==> images/wire_density.png <==
The die is cut into 20 by 20 equal tiles; white is low, dark blue is high, scaled to the fullest tile. Values are wire area over tile area, all layers added.
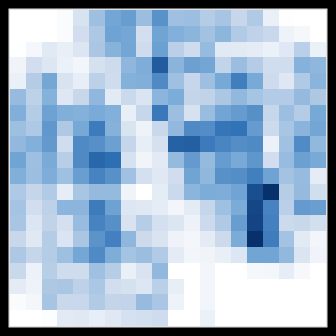
==> images/final_congestion.png <==
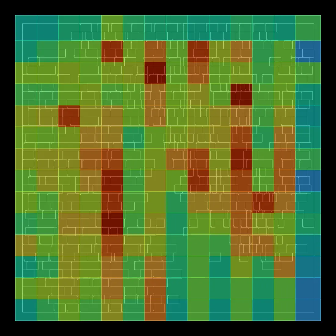
==> images/zoom.png <==
Scale bar: 5 µm. Window x 63 to 83, y 63 to 83 µm. Cells in gray, sequential cells in the stronger gray; small squares are vias.
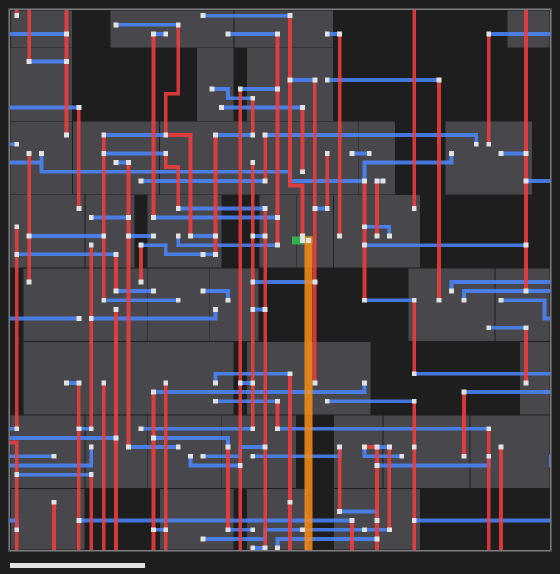
==> images/metal_stack.png <==
Scale bar: 20 µm. Only two layers are drawn.
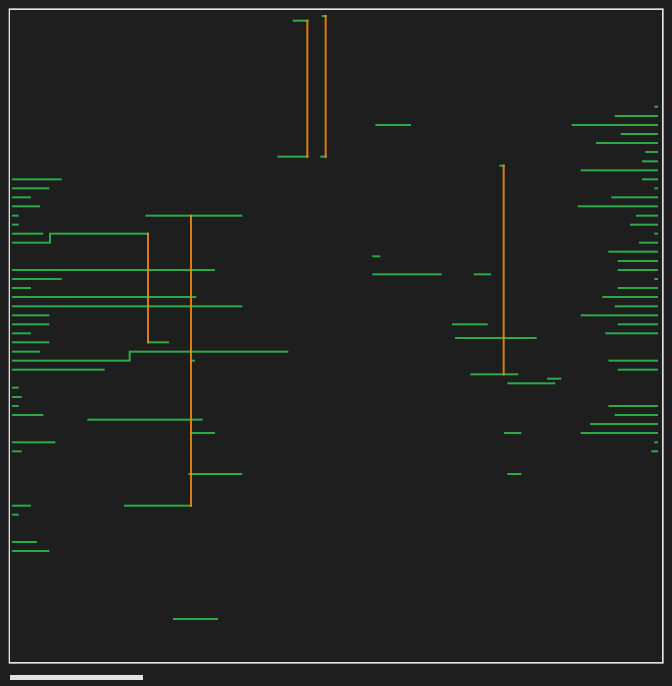
==> images/met1.png <==
Scale bar: 20 µm.
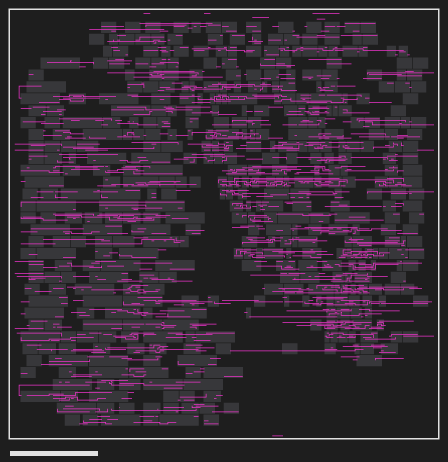
==> src/rtl/vga_pkg.sv <==
// Shared VGA constants and the read-owner encoding for the VRAM scan arbiter.
// The timing constants are shared with the VGA timing generator.
package vga_pkg;

   localparam int H_VIS          = 640;   // visible pixels per line
   localparam int H_TOTAL        = 800;   // pixel clocks per line
   localparam int V_VIS          = 480;   // visible lines
   localparam int V_TOTAL        = 525;   // lines per frame
   localparam int PIX_BPP        = 4;     // bits per pixel
   localparam int WORD_W         = 16;    // RAM word width
   localparam int PPW            = WORD_W / PIX_BPP;   // pixels per RAM word
   localparam int WORDS_PER_LINE = H_VIS / PPW;

   // Who owns the read data returning on mem_rdata in the next clock.
   // OWN_NONE doubles as the idle state of the arbiter.
   typedef enum logic [1:0] {
      OWN_NONE = 2'd0,
      OWN_VID  = 2'd1,
      OWN_CPU  = 2'd2,
      OWN_CPUW = 2'd3
   } rd_owner_t;

endpackage

==> src/rtl/vram_scan_arbiter_if.sv <==
// CPU data bus and pipelined single-port RAM bus of the VRAM scan arbiter.
//
// Handshake: the CPU raises cpu_req with cpu_we/cpu_addr/cpu_wdata stable and
// keeps them stable until it sees cpu_ack, a one-clock completion pulse
// (cpu_rdata is valid with cpu_ack for reads). The RAM accepts one command in
// every clock mem_en is high, with no back-pressure, and returns read data on
// mem_rdata in the following clock.
interface vram_scan_arbiter_if #(
   parameter int ADDR_W = 17,
   parameter int DATA_W = 16
);

   logic              cpu_req;
   logic              cpu_we;
   logic [ADDR_W-1:0] cpu_addr;
   logic [DATA_W-1:0] cpu_wdata;
   logic              cpu_ack;
   logic [DATA_W-1:0] cpu_rdata;

   logic [ADDR_W-1:0] mem_addr;
   logic              mem_en;
   logic              mem_we;
   logic [DATA_W-1:0] mem_wdata;
   logic [DATA_W-1:0] mem_rdata;

   // Arbiter side: serves the CPU, drives the RAM.
   modport slave (
      input  cpu_req, cpu_we, cpu_addr, cpu_wdata, mem_rdata,
      output cpu_ack, cpu_rdata, mem_addr, mem_en, mem_we, mem_wdata
   );

   // Environment side: the CPU and the RAM.
   modport master (
      output cpu_req, cpu_we, cpu_addr, cpu_wdata, mem_rdata,
      input  cpu_ack, cpu_rdata, mem_addr, mem_en, mem_we, mem_wdata
   );

endinterface

==> src/rtl/vram_addr_calc.sv <==
// Framebuffer line/word to RAM word address. Arithmetic is done at ADDR_W
// bits, so an oversized framebuffer wraps rather than widening the bus.
module vram_addr_calc #(
   parameter int ADDR_W     = 17,
   parameter int FB_BASE    = 0,
   parameter int LINE_WORDS = 160,
   parameter int WORD_IDX_W = 8
) (
   input  logic [9:0]            i_line,
   input  logic [WORD_IDX_W-1:0] i_word,
   output logic [ADDR_W-1:0]     o_addr
);

   // base + line * words-per-line + word, truncated to ADDR_W
   assign o_addr = ADDR_W'(FB_BASE)
                 + ADDR_W'(i_line) * ADDR_W'(LINE_WORDS)
                 + ADDR_W'(i_word);

endmodule

==> src/rtl/vram_scan_arbiter.sv <==
// Shares one pipelined single-port VRAM between VGA scanout and the CPU.
// Video reads are scheduled on pixel_num[1:0]==1, one word ahead of display;
// the CPU gets every other command slot. Each fetched word is unpacked into a
// registered pixel colour that lags pixel_num/avr by one clock.
module vram_scan_arbiter
   import vga_pkg::*;
#(
   parameter int ADDR_W  = 17,
   parameter int DATA_W  = WORD_W,
   parameter int BPP     = PIX_BPP,
   parameter int FB_BASE = 0
) (
   input  logic           clk,
   input  logic           rst,
   input  logic [9:0]     line_num,
   input  logic [9:0]     pixel_num,
   input  logic           avr,
   output logic [BPP-1:0] pix_color,
   output logic           pix_valid,
   vram_scan_arbiter_if.slave bus,
   output rd_owner_t      o_dbg_owner
);

   localparam int LINE_WORDS = H_VIS / (DATA_W / BPP);

   localparam logic [9:0] C_H_VIS      = 10'(H_VIS);
   localparam logic [9:0] C_PRE_PIX    = 10'(H_TOTAL - 3);
   localparam logic [9:0] C_V_VIS      = 10'(V_VIS);
   localparam logic [9:0] C_V_LAST     = 10'(V_TOTAL - 1);
   localparam logic [9:0] C_LINE_WORDS = 10'(LINE_WORDS);

   rd_owner_t         r_owner;
   rd_owner_t         w_owner_nxt;
   logic [DATA_W-1:0] r_prefetch;
   logic [DATA_W-1:0] r_cur_word;
   logic [DATA_W-1:0] r_cpu_rdata;
   logic [BPP-1:0]    r_pix_color;
   logic              r_pix_valid;

   logic [9:0]        w_word_nxt;
   logic [9:0]        w_line_nxt;
   logic              w_vis_slot;
   logic              w_pre_slot;
   logic              w_vid_req;
   logic [9:0]        w_vid_line;
   logic [7:0]        w_vid_word;
   logic [ADDR_W-1:0] w_vid_addr;
   logic              w_cpu_ack;
   logic              w_mem_en;
   logic              w_mem_we;
   logic [ADDR_W-1:0] w_mem_addr;
   logic [DATA_W-1:0] w_mem_wdata;

   // Video slot decode: in-line fetch of the next word, or word 0 of the next line
   assign w_word_nxt = {2'b00, pixel_num[9:2]} + 10'd1;
   assign w_line_nxt = (line_num == C_V_LAST) ? 10'd0 : line_num + 10'd1;
   assign w_vis_slot = (pixel_num[1:0] == 2'd1) && (pixel_num < C_H_VIS)
                    && (w_word_nxt < C_LINE_WORDS) && (line_num < C_V_VIS);
   assign w_pre_slot = (pixel_num == C_PRE_PIX) && (w_line_nxt < C_V_VIS);
   assign w_vid_req  = w_vis_slot || w_pre_slot;
   assign w_vid_line = w_pre_slot ? w_line_nxt : line_num;
   assign w_vid_word = w_pre_slot ? 8'd0 : w_word_nxt[7:0];

   vram_addr_calc #(
      .ADDR_W     (ADDR_W),
      .FB_BASE    (FB_BASE),
      .LINE_WORDS (LINE_WORDS),
      .WORD_IDX_W (8)
   ) u_addr_calc (
      .i_line (w_vid_line),
      .i_word (w_vid_word),
      .o_addr (w_vid_addr)
   );

   // The clock after a CPU issue is its completion clock; blocking a new CPU
   // issue here keeps a still-held cpu_req from being issued twice.
   assign w_cpu_ack = (r_owner == OWN_CPU) || (r_owner == OWN_CPUW);

   // Arbiter next-state and RAM command: video first, then a pending CPU access
   always_comb begin
      w_owner_nxt = OWN_NONE;
      w_mem_en    = 1'b0;
      w_mem_we    = 1'b0;
      w_mem_addr  = '0;
      w_mem_wdata = '0;
      if (!rst) begin
         if (w_vid_req) begin
            w_mem_en    = 1'b1;
            w_mem_addr  = w_vid_addr;
            w_owner_nxt = OWN_VID;
         end else if (bus.cpu_req && !w_cpu_ack) begin
            w_mem_en    = 1'b1;
            w_mem_we    = bus.cpu_we;
            w_mem_addr  = bus.cpu_addr;
            w_mem_wdata = bus.cpu_wdata;
            w_owner_nxt = bus.cpu_we ? OWN_CPUW : OWN_CPU;
         end
      end
   end

   // Arbiter state: owner of the command issued in the previous clock
   always_ff @(posedge clk or posedge rst) begin
      if (rst) r_owner <= OWN_NONE;
      else     r_owner <= w_owner_nxt;
   end

   // Capture returning read data for whoever issued the read
   always_ff @(posedge clk or posedge rst) begin
      if (rst) begin
         r_prefetch  <= '0;
         r_cpu_rdata <= '0;
      end else begin
         if (r_owner == OWN_VID) r_prefetch  <= bus.mem_rdata;
         if (r_owner == OWN_CPU) r_cpu_rdata <= bus.mem_rdata;
      end
   end

   // Pixel unpack: load a new word on slot 0, then walk its nibbles left to right
   always_ff @(posedge clk or posedge rst) begin
      if (rst) begin
         r_cur_word  <= '0;
         r_pix_color <= '0;
         r_pix_valid <= 1'b0;
      end else begin
         r_pix_valid <= avr;
         if (avr && (pixel_num[1:0] == 2'd0)) begin
            r_cur_word  <= r_prefetch;
            r_pix_color <= r_prefetch[BPP-1:0];
         end else if (avr) begin
            r_pix_color <= r_cur_word[BPP*int'(pixel_num[1:0]) +: BPP];
         end else begin
            r_pix_color <= '0;
         end
      end
   end

   assign bus.mem_en    = w_mem_en;
   assign bus.mem_we    = w_mem_we;
   assign bus.mem_addr  = w_mem_addr;
   assign bus.mem_wdata = w_mem_wdata;
   assign bus.cpu_ack   = w_cpu_ack;
   // Read data goes straight through in the ack clock and is held afterwards
   assign bus.cpu_rdata = (r_owner == OWN_CPU) ? bus.mem_rdata : r_cpu_rdata;
   assign pix_color     = r_pix_color;
   assign pix_valid     = r_pix_valid;
   assign o_dbg_owner   = r_owner;

endmodule

==> src/flat_wrapper.sv <==
// flat-port wrapper written by rule: the top's interface ports become plain ports
module vram_scan_arbiter_flat import vga_pkg::*;
#(
   parameter int ADDR_W  = 17,
   parameter int DATA_W  = WORD_W,
   parameter int BPP     = PIX_BPP,
   parameter int FB_BASE = 0
)
  (clk, rst, line_num, pixel_num, avr, pix_color, pix_valid, o_dbg_owner, bus_cpu_req, bus_cpu_we, bus_cpu_addr, bus_cpu_wdata, bus_mem_rdata, bus_cpu_ack, bus_cpu_rdata, bus_mem_addr, bus_mem_en, bus_mem_we, bus_mem_wdata);
  vram_scan_arbiter_if #(.ADDR_W(ADDR_W), .DATA_W(DATA_W)) bus_i ();
  input  logic clk;
  input  logic rst;
  input  logic [9:0] line_num;
  input  logic [9:0] pixel_num;
  input  logic avr;
  output logic [BPP-1:0] pix_color;
  output logic pix_valid;
  output rd_owner_t o_dbg_owner;
  input wire logic [$bits(bus_i.cpu_req)-1:0] bus_cpu_req;
  input wire logic [$bits(bus_i.cpu_we)-1:0] bus_cpu_we;
  input wire logic [$bits(bus_i.cpu_addr)-1:0] bus_cpu_addr;
  input wire logic [$bits(bus_i.cpu_wdata)-1:0] bus_cpu_wdata;
  input wire logic [$bits(bus_i.mem_rdata)-1:0] bus_mem_rdata;
  output wire logic [$bits(bus_i.cpu_ack)-1:0] bus_cpu_ack;
  output wire logic [$bits(bus_i.cpu_rdata)-1:0] bus_cpu_rdata;
  output wire logic [$bits(bus_i.mem_addr)-1:0] bus_mem_addr;
  output wire logic [$bits(bus_i.mem_en)-1:0] bus_mem_en;
  output wire logic [$bits(bus_i.mem_we)-1:0] bus_mem_we;
  output wire logic [$bits(bus_i.mem_wdata)-1:0] bus_mem_wdata;
  assign bus_i.cpu_req = bus_cpu_req;
  assign bus_i.cpu_we = bus_cpu_we;
  assign bus_i.cpu_addr = bus_cpu_addr;
  assign bus_i.cpu_wdata = bus_cpu_wdata;
  assign bus_i.mem_rdata = bus_mem_rdata;
  assign bus_cpu_ack = bus_i.cpu_ack;
  assign bus_cpu_rdata = bus_i.cpu_rdata;
  assign bus_mem_addr = bus_i.mem_addr;
  assign bus_mem_en = bus_i.mem_en;
  assign bus_mem_we = bus_i.mem_we;
  assign bus_mem_wdata = bus_i.mem_wdata;
  vram_scan_arbiter #(.ADDR_W(ADDR_W), .DATA_W(DATA_W), .BPP(BPP), .FB_BASE(FB_BASE)) u_core (.clk(clk), .rst(rst), .line_num(line_num), .pixel_num(pixel_num), .avr(avr), .pix_color(pix_color), .pix_valid(pix_valid), .bus(bus_i), .o_dbg_owner(o_dbg_owner));
endmodule
==> config.mk <==
export PLATFORM = sky130hd
export DESIGN_NAME = vram_scan_arbiter_flat
export DESIGN_NICKNAME = d
export VERILOG_FILES = /design/src/rtl/vga_pkg.sv /design/src/rtl/vram_scan_arbiter_if.sv /design/src/rtl/vram_addr_calc.sv /design/src/rtl/vram_scan_arbiter.sv /design/src/flat_wrapper.sv
export SDC_FILE = /design/constraint.sdc
export NUM_CORES = 1
export LEC_CHECK = 0
export CAP_MARGIN = 5
export CORE_MARGIN = 2
export CORE_UTILIZATION = 40
export DETAILED_ROUTE_END_ITERATION = 8
export PLACE_DENSITY = 0.74
export REMOVE_ABC_BUFFERS = 1
export SYNTH_ARGS = -nofsm -noshare
export SYNTH_HDL_FRONTEND = slang
export SYNTH_SLANG_ARGS = --single-unit
==> constraint.sdc <==
create_clock -name clk -period 7.4 [get_ports clk]
set_input_delay 1.11 -clock clk [delete_from_list [all_inputs] [get_ports clk]]
set_output_delay 1.11 -clock clk [all_outputs]
set_load 0.03 [all_outputs]
==> impl_results.html <==
<h2>Synthesis and place &amp; route</h2>
<table>
<tr><th>Metric</th><th>Value</th></tr>
<tr><th colspan="2">Finish</th></tr>
<tr><td># fillers</td><td>approximately 740</td></tr>
<tr><td>Clk tree area frac</td><td>between 1.5 and 2%</td></tr>
<tr><td>Multi-input logic cell count</td><td>around 250</td></tr>
<tr><td>Largest cell class by area</td><td>multi-input combinational cells</td></tr>
<tr><td>Number of logic inverters in the finished layout</td><td>15</td></tr>
<tr><td>Total inserted antenna cells</td><td>0</td></tr>
<tr><td>Total of plain and repair buffers excluding clock buffers</td><td>between 100 and 150</td></tr>
<tr><td>MI comb area</td><td>about 0.0022 mm²</td></tr>
<tr><td>Seq. cell area</td><td>around 0.0013 mm²</td></tr>
<tr><td>Layout buffering overhead excluding clock cells</td><td>27.5%</td></tr>
<tr><td>Count of clock buffers in the final design</td><td>6</td></tr>
<tr><td>Register share of the cell area</td><td>around a quarter</td></tr>
<tr><td>Cell area after layout</td><td>approximately 0.005 mm²</td></tr>
<tr><td>Number of nets in the layout</td><td>560</td></tr>
<tr><td>Share of post-route cells with drive strength above 1</td><td>20.3%</td></tr>
<tr><td>Final instance count without filler cells</td><td>approximately 570</td></tr>
<tr><td>FF+latch count</td><td>between 50 and 60</td></tr>
<tr><td>Area growth from synthesis to layout</td><td>45.9%</td></tr>
<tr><td>Util after Layout</td><td>around 60%</td></tr>
<tr><td>Proportion of cell area occupied by multi-input gates</td><td>between 40% and 50%</td></tr>
<tr><th colspan="2">Power</th></tr>
<tr><td>Internal power summed over all cells</td><td>0.643 mW</td></tr>
<tr><td>Net switching power figure</td><td>0.317 mW</td></tr>
<tr><td>Clk. pwr</td><td>0.168 mW</td></tr>
<tr><td>Combinational cell fraction of total power</td><td>42.7%</td></tr>
<tr><td>Sequential group share of total power</td><td>about two fifths</td></tr>
<tr><td>Leakage power</td><td>about 2.2 nW</td></tr>
<tr><td>Net switching fraction of the power</td><td>approximately 33%</td></tr>
<tr><td>Proportion of power drawn by the clock network</td><td>roughly 18%</td></tr>
<tr><td>Maximum ir drop on the vdd rail</td><td>~190 µV</td></tr>
<tr><td>Combinational power</td><td>between 0.4 and 0.5 mW</td></tr>
<tr><td>Power density over the cells</td><td>roughly 190 mW/mm²</td></tr>
<tr><td>Power consumption</td><td>roughly 0.96 mW</td></tr>
<tr><td>Flop+latch power</td><td>0.383 mW</td></tr>
<tr><th colspan="2">Placement</th></tr>
<tr><td>Number of placed instances with taps included</td><td>563</td></tr>
<tr><td>Setup slack at placement</td><td>approximately 77 ps</td></tr>
<tr><td>DPL Wire Length</td><td>about 7100 µm</td></tr>
<tr><td>Port buffer count</td><td>132</td></tr>
<tr><td>Cell Area, Placed</td><td>~0.0050 mm²</td></tr>
<tr><th colspan="2">Worst hold path</th></tr>
<tr><td>Hold endpoint</td><td>u_core.r_cpu_rdata[5]</td></tr>
<tr><td>Worst min-delay path startpoint</td><td>u_core.r_cpu_rdata[5]</td></tr>
<tr><td>Number of instances on the worst hold path</td><td>1</td></tr>
<tr><td>Type of the tightest min-delay check</td><td>reg2reg</td></tr>
<tr><th colspan="2">Critical path</th></tr>
<tr><td>Last element of the critical path</td><td>bus_mem_addr[16]</td></tr>
<tr><td>Cell-by-cell trace of the critical path</td><td>clkdlybuf4s50_1 &gt; ha_1 &gt; and3_1 &gt; nand3_1 &gt; xor2_1 &gt; o211ai_2 &gt; buf_4 &gt; inv_2 &gt; nand2_1 &gt; o21ai_1 &gt; ha_1 &gt; ha_1 &gt; inv_1 &gt; fa_1 &gt; nor2b_4 &gt; o31a_1 &gt; o21ai_0 &gt; a21bo_2 &gt; nor4_4 &gt; xnor3_1 &gt; a22o_1 &gt; dlymetal6s2s_1</td></tr>
<tr><td>First element of the critical path</td><td>line_num[0]</td></tr>
<tr><td>Worst path arrival time</td><td>between 5000 and 6000 ps</td></tr>
<tr><td>Type of destination of the critical path</td><td>output pin</td></tr>
<tr><td>Crit Path Class</td><td>in2out</td></tr>
<tr><td>Number of cells on the critical path</td><td>22</td></tr>
<tr><td>Data required time at the worst endpoint</td><td>around 6300 ps</td></tr>
<tr><td>Gate family responsible for the most delay along the worst path</td><td>buffers and inverters</td></tr>
<tr><td>Worst reg2reg path endpoint</td><td>u_core.o_dbg_owner[1]</td></tr>
<tr><td>Critical Path Slowest Stage Cell</td><td>sky130_fd_sc_hd__clkdlybuf4s50_1</td></tr>
<tr><td>Kind of start point of the critical path</td><td>primary input</td></tr>
<tr><td>Reg-to-Reg Start</td><td>u_core.o_dbg_owner[1]</td></tr>
<tr><td>Register-to-register path setup slack</td><td>5590 ps</td></tr>
<tr><td>Largest incremental delay on the critical path</td><td>approximately 590 ps</td></tr>
<tr><td>FF-to-FF path depth</td><td>2</td></tr>
<tr><th colspan="2">Clock tree</th></tr>
<tr><td>CTS H-tree lvls</td><td>2</td></tr>
<tr><td>Clock transition time at the flip-flop clock pins of the worst setup and hold paths</td><td>approximately 100 ps</td></tr>
<tr><td>TritonCTS Buffers</td><td>5</td></tr>
<tr><td>Clk buf depth</td><td>2</td></tr>
<tr><td>Source-to-sink clock delay at the later pin of the worst-skew pair</td><td>~300 ps</td></tr>
<tr><td>CTS tree</td><td>done</td></tr>
<tr><td>Post-cts hold-fix buffer tally</td><td>0</td></tr>
<tr><td>Clk sink count</td><td>around 50</td></tr>
<tr><th colspan="2">Synthesis</th></tr>
<tr><td>Area fraction in full adders, half adders and majority gates</td><td>8.96%</td></tr>
<tr><td>Top flip-flop cell by instance count after synthesis</td><td>sky130_fd_sc_hd__dfrtp_1</td></tr>
<tr><td>Cell Area, Synth</td><td>approximately 0.0035 mm²</td></tr>
<tr><td>Synth Area in XOR/XNOR</td><td>6.11%</td></tr>
<tr><td>Number of register bits inferred by synthesis</td><td>between 50 and 60</td></tr>
<tr><td>Top cells by area</td><td>sky130_fd_sc_hd__dfrtp_1 (36%), sky130_fd_sc_hd__mux2_2 (14%), sky130_fd_sc_hd__ha_1 (7.8%)</td></tr>
<tr><td>Warnings from Yosys</td><td>0</td></tr>
<tr><td>Simple Share, Synth</td><td>between 10% and 20%</td></tr>
<tr><td>Post-synthesis cell type count</td><td>slightly below 60</td></tr>
<tr><td>Cells in synth_stat.txt</td><td>~330</td></tr>
<tr><td>Post-synth seq share</td><td>36.2%</td></tr>
<tr><td>Post-synthesis compound-gate area fraction</td><td>11.4%</td></tr>
<tr><td>Post-synthesis area per instance</td><td>around 11 µm²</td></tr>
<tr><td>Proportion of netlist area held by the largest area contributor</td><td>between 30% and 40%</td></tr>
<tr><td>Yosys chip area</td><td>between 0.003 and 0.004 mm²</td></tr>
<tr><td>Portion of netlist area occupied by mux cells</td><td>between 10% and 20%</td></tr>
<tr><td>Area leader, netlist</td><td>sky130_fd_sc_hd__dfrtp_1</td></tr>
<tr><td>Async SR Flop Fraction</td><td>100%</td></tr>
<tr><td>Post-synth EDFFs</td><td>0</td></tr>
<tr><th colspan="2">Detailed routing</th></tr>
<tr><td>Drt initial violations</td><td>~110</td></tr>
<tr><td>Routed len/inst</td><td>~15 µm</td></tr>
<tr><td>Met3 Wirelength</td><td>567 µm</td></tr>
<tr><td>M1 WL</td><td>3760 µm</td></tr>
<tr><td>Detailed Routing Iterations Pass 1</td><td>4</td></tr>
<tr><td>Mean number of vias per cell</td><td>around 5.2</td></tr>
<tr><td>Antenna Nets Post-Route</td><td>0</td></tr>
<tr><td>Met2 WL post-DR</td><td>about 4300 µm</td></tr>
<tr><td>Top routing layer in use</td><td>met4</td></tr>
<tr><td>Post-route DRC violation count</td><td>0</td></tr>
<tr><th colspan="2">Timing</th></tr>
<tr><td>Number of setup violations in the final report</td><td>0</td></tr>
<tr><td>Maximum clock rate</td><td>0.142 GHz</td></tr>
<tr><td>RSZ-0062 raised after global routing</td><td>false</td></tr>
<tr><td>Headroom to the max-slew limit</td><td>between 30% and 40%</td></tr>
<tr><td>Final slew viol count</td><td>0</td></tr>
<tr><td>Total Negative Setup Slacks</td><td>0 ps</td></tr>
<tr><td>Clock period minus final worst setup slack</td><td>approximately 7000 ps</td></tr>
<tr><td>Worst-case hold slack</td><td>approximately 500 ps</td></tr>
<tr><td>Worst clock skew</td><td>~12 ps</td></tr>
<tr><td>Post-route clock period utilization</td><td>a little over nine tenths</td></tr>
<tr><td>Final hold vios</td><td>0</td></tr>
<tr><td>Worst Max-Slew Pin Slew</td><td>between 1000 and 1500 ps</td></tr>
<tr><th colspan="2">Global route</th></tr>
<tr><td>Total global routing overflow</td><td>0</td></tr>
<tr><td>Met3 track demand over resource</td><td>under 10%</td></tr>
<tr><td>Vias in the first global route</td><td>roughly 3200</td></tr>
<tr><td>Maximum number of pins on one net before global-route repair</td><td>roughly 52</td></tr>
<tr><td>Initial antenna violation count</td><td>0</td></tr>
<tr><td>Wire length of the first global-routing pass</td><td>15000 µm</td></tr>
<tr><th colspan="2">Floorplanning</th></tr>
<tr><td>Chip area</td><td>between 0.009 and 0.01 mm²</td></tr>
<tr><td>IO Count</td><td>roughly 130</td></tr>
<tr><td>Chip Width</td><td>roughly 98 µm</td></tr>
<tr><td>Core Region</td><td>0.00864 mm²</td></tr>
<tr><td>Share of the core filled by cells before placement</td><td>40.8%</td></tr>
<tr><td>Site Rows</td><td>34</td></tr>
<tr><td>DIE HEIGHT</td><td>around 100 µm</td></tr>
<tr><td>Total number of tap cells</td><td>108</td></tr>
<tr><th colspan="2">Status</th></tr>
<tr><td>Status</td><td>complete, no violations</td></tr>
<tr><th colspan="2">Job</th></tr>
<tr><td>Count of tool warnings</td><td>26</td></tr>
<tr><td>Maxcap violations</td><td>0</td></tr>
</table>
About wire_density.png:
densest ninth of the die: east
nearly empty tiles: 11%
tiles over half the peak: 20%
mean over tiles: 0.15
fullest tile: 0.48

About final_congestion.png:
GRT busiest layer: met2
global routing met2 resource utilization: 32.3%

About zoom.png:
legend:
  met3:
    color: green
  met1:
    color: blue
  met2:
    color: red
  met4:
    color: orange
sequential cells in the window: 0
cells with their middle in the window: 35
most frequent: xor2_1 (4), a22o_1 (4)

About metal_stack.png:
legend:
  met3:
    color: green
    wire_length: 568 µm
  met4:
    color: orange
    wire_length: 133 µm
total detailed-routing wirelength: 8740 µm
global-route usage over all layers: 18.6%

About met1.png:
nets with wire on the layer: 498
main direction: horizontal
share of all routed wire: 43%
count of vias placed by the detailed router: 2997
met1 usage: 23.0%

## cell usage in the layout, fill, tap and decap left out, types with 3 or more instances in the layout
master                            netlist  layout
sky130_fd_sc_hd__nand4_1                5       5
sky130_fd_sc_hd__dfrtp_1               51      51
sky130_fd_sc_hd__o21ai_0                5       5
sky130_fd_sc_hd__dlymetal6s2s_1         0       3
sky130_fd_sc_hd__mux2_2                45      45
sky130_fd_sc_hd__nor3_1                 5       5
sky130_fd_sc_hd__clkbuf_8               0       6
sky130_fd_sc_hd__nor2_1                16      16
sky130_fd_sc_hd__xor2_1                10       9
sky130_fd_sc_hd__buf_4                  1      11
sky130_fd_sc_hd__inv_2                  4       5
sky130_fd_sc_hd__clkdlybuf4s50_1        0     129
sky130_fd_sc_hd__xnor2_1               12      11
sky130_fd_sc_hd__a21oi_1               10      10
sky130_fd_sc_hd__inv_1                 11      10
sky130_fd_sc_hd__mux4_2                 4       4
sky130_fd_sc_hd__a31oi_1                3       3
sky130_fd_sc_hd__o21ai_1                7       7
sky130_fd_sc_hd__nand3_1                9       9
sky130_fd_sc_hd__nor2b_1                5       5
sky130_fd_sc_hd__or2_1                  3       3
sky130_fd_sc_hd__ha_1                  22      22
sky130_fd_sc_hd__a21o_1                 4       4
sky130_fd_sc_hd__a22o_1                14      14
sky130_fd_sc_hd__and2_1                22      22
sky130_fd_sc_hd__nand2_1                6       6
## what timing repair did
item,4_1_cts,5_1_grt
setup endpoints to repair,0,4
gates resized,0,8
setup buffers,0,0
## cell usage after synthesis (2+ instances only)
master / count
sky130_fd_sc_hd__mux4_2: 4
sky130_fd_sc_hd__a21o_1: 4
sky130_fd_sc_hd__or2_1: 3
sky130_fd_sc_hd__mux2_2: 45
sky130_fd_sc_hd__a22o_1: 14
sky130_fd_sc_hd__nor2_1: 16
sky130_fd_sc_hd__o21a_1: 2
sky130_fd_sc_hd__dfrtp_1: 51
sky130_fd_sc_hd__and2_1: 22
sky130_fd_sc_hd__fa_1: 2
sky130_fd_sc_hd__nor2b_1: 5
sky130_fd_sc_hd__nand4_1: 5
sky130_fd_sc_hd__clkbuf_1: 7
sky130_fd_sc_hd__ha_1: 22
sky130_fd_sc_hd__a31oi_1: 3
sky130_fd_sc_hd__a21oi_1: 10
sky130_fd_sc_hd__inv_2: 4
sky130_fd_sc_hd__xor2_1: 10
sky130_fd_sc_hd__nor3_1: 5
sky130_fd_sc_hd__o21ai_1: 7
sky130_fd_sc_hd__nand3_1: 9
sky130_fd_sc_hd__xnor2_1: 12
sky130_fd_sc_hd__buf_2: 5
sky130_fd_sc_hd__o21ai_0: 5
sky130_fd_sc_hd__nand2_1: 6
sky130_fd_sc_hd__nor3b_1: 4
sky130_fd_sc_hd__inv_1: 11
sky130_fd_sc_hd__o31ai_1: 2
sky130_fd_sc_hd__and3_1: 2
## state kept, by name, summed over array words and instances, names as in the netlist
register / count
u_core.r_cpu_rdata: 16
u_core.r_prefetch: 16
u_core.r_cur_word: 12
u_core.pix_color: 4
u_core.o_dbg_owner: 2
u_core.pix_valid: 1
Power figures rest on the tool's default switching activity, not on a simulated workload.
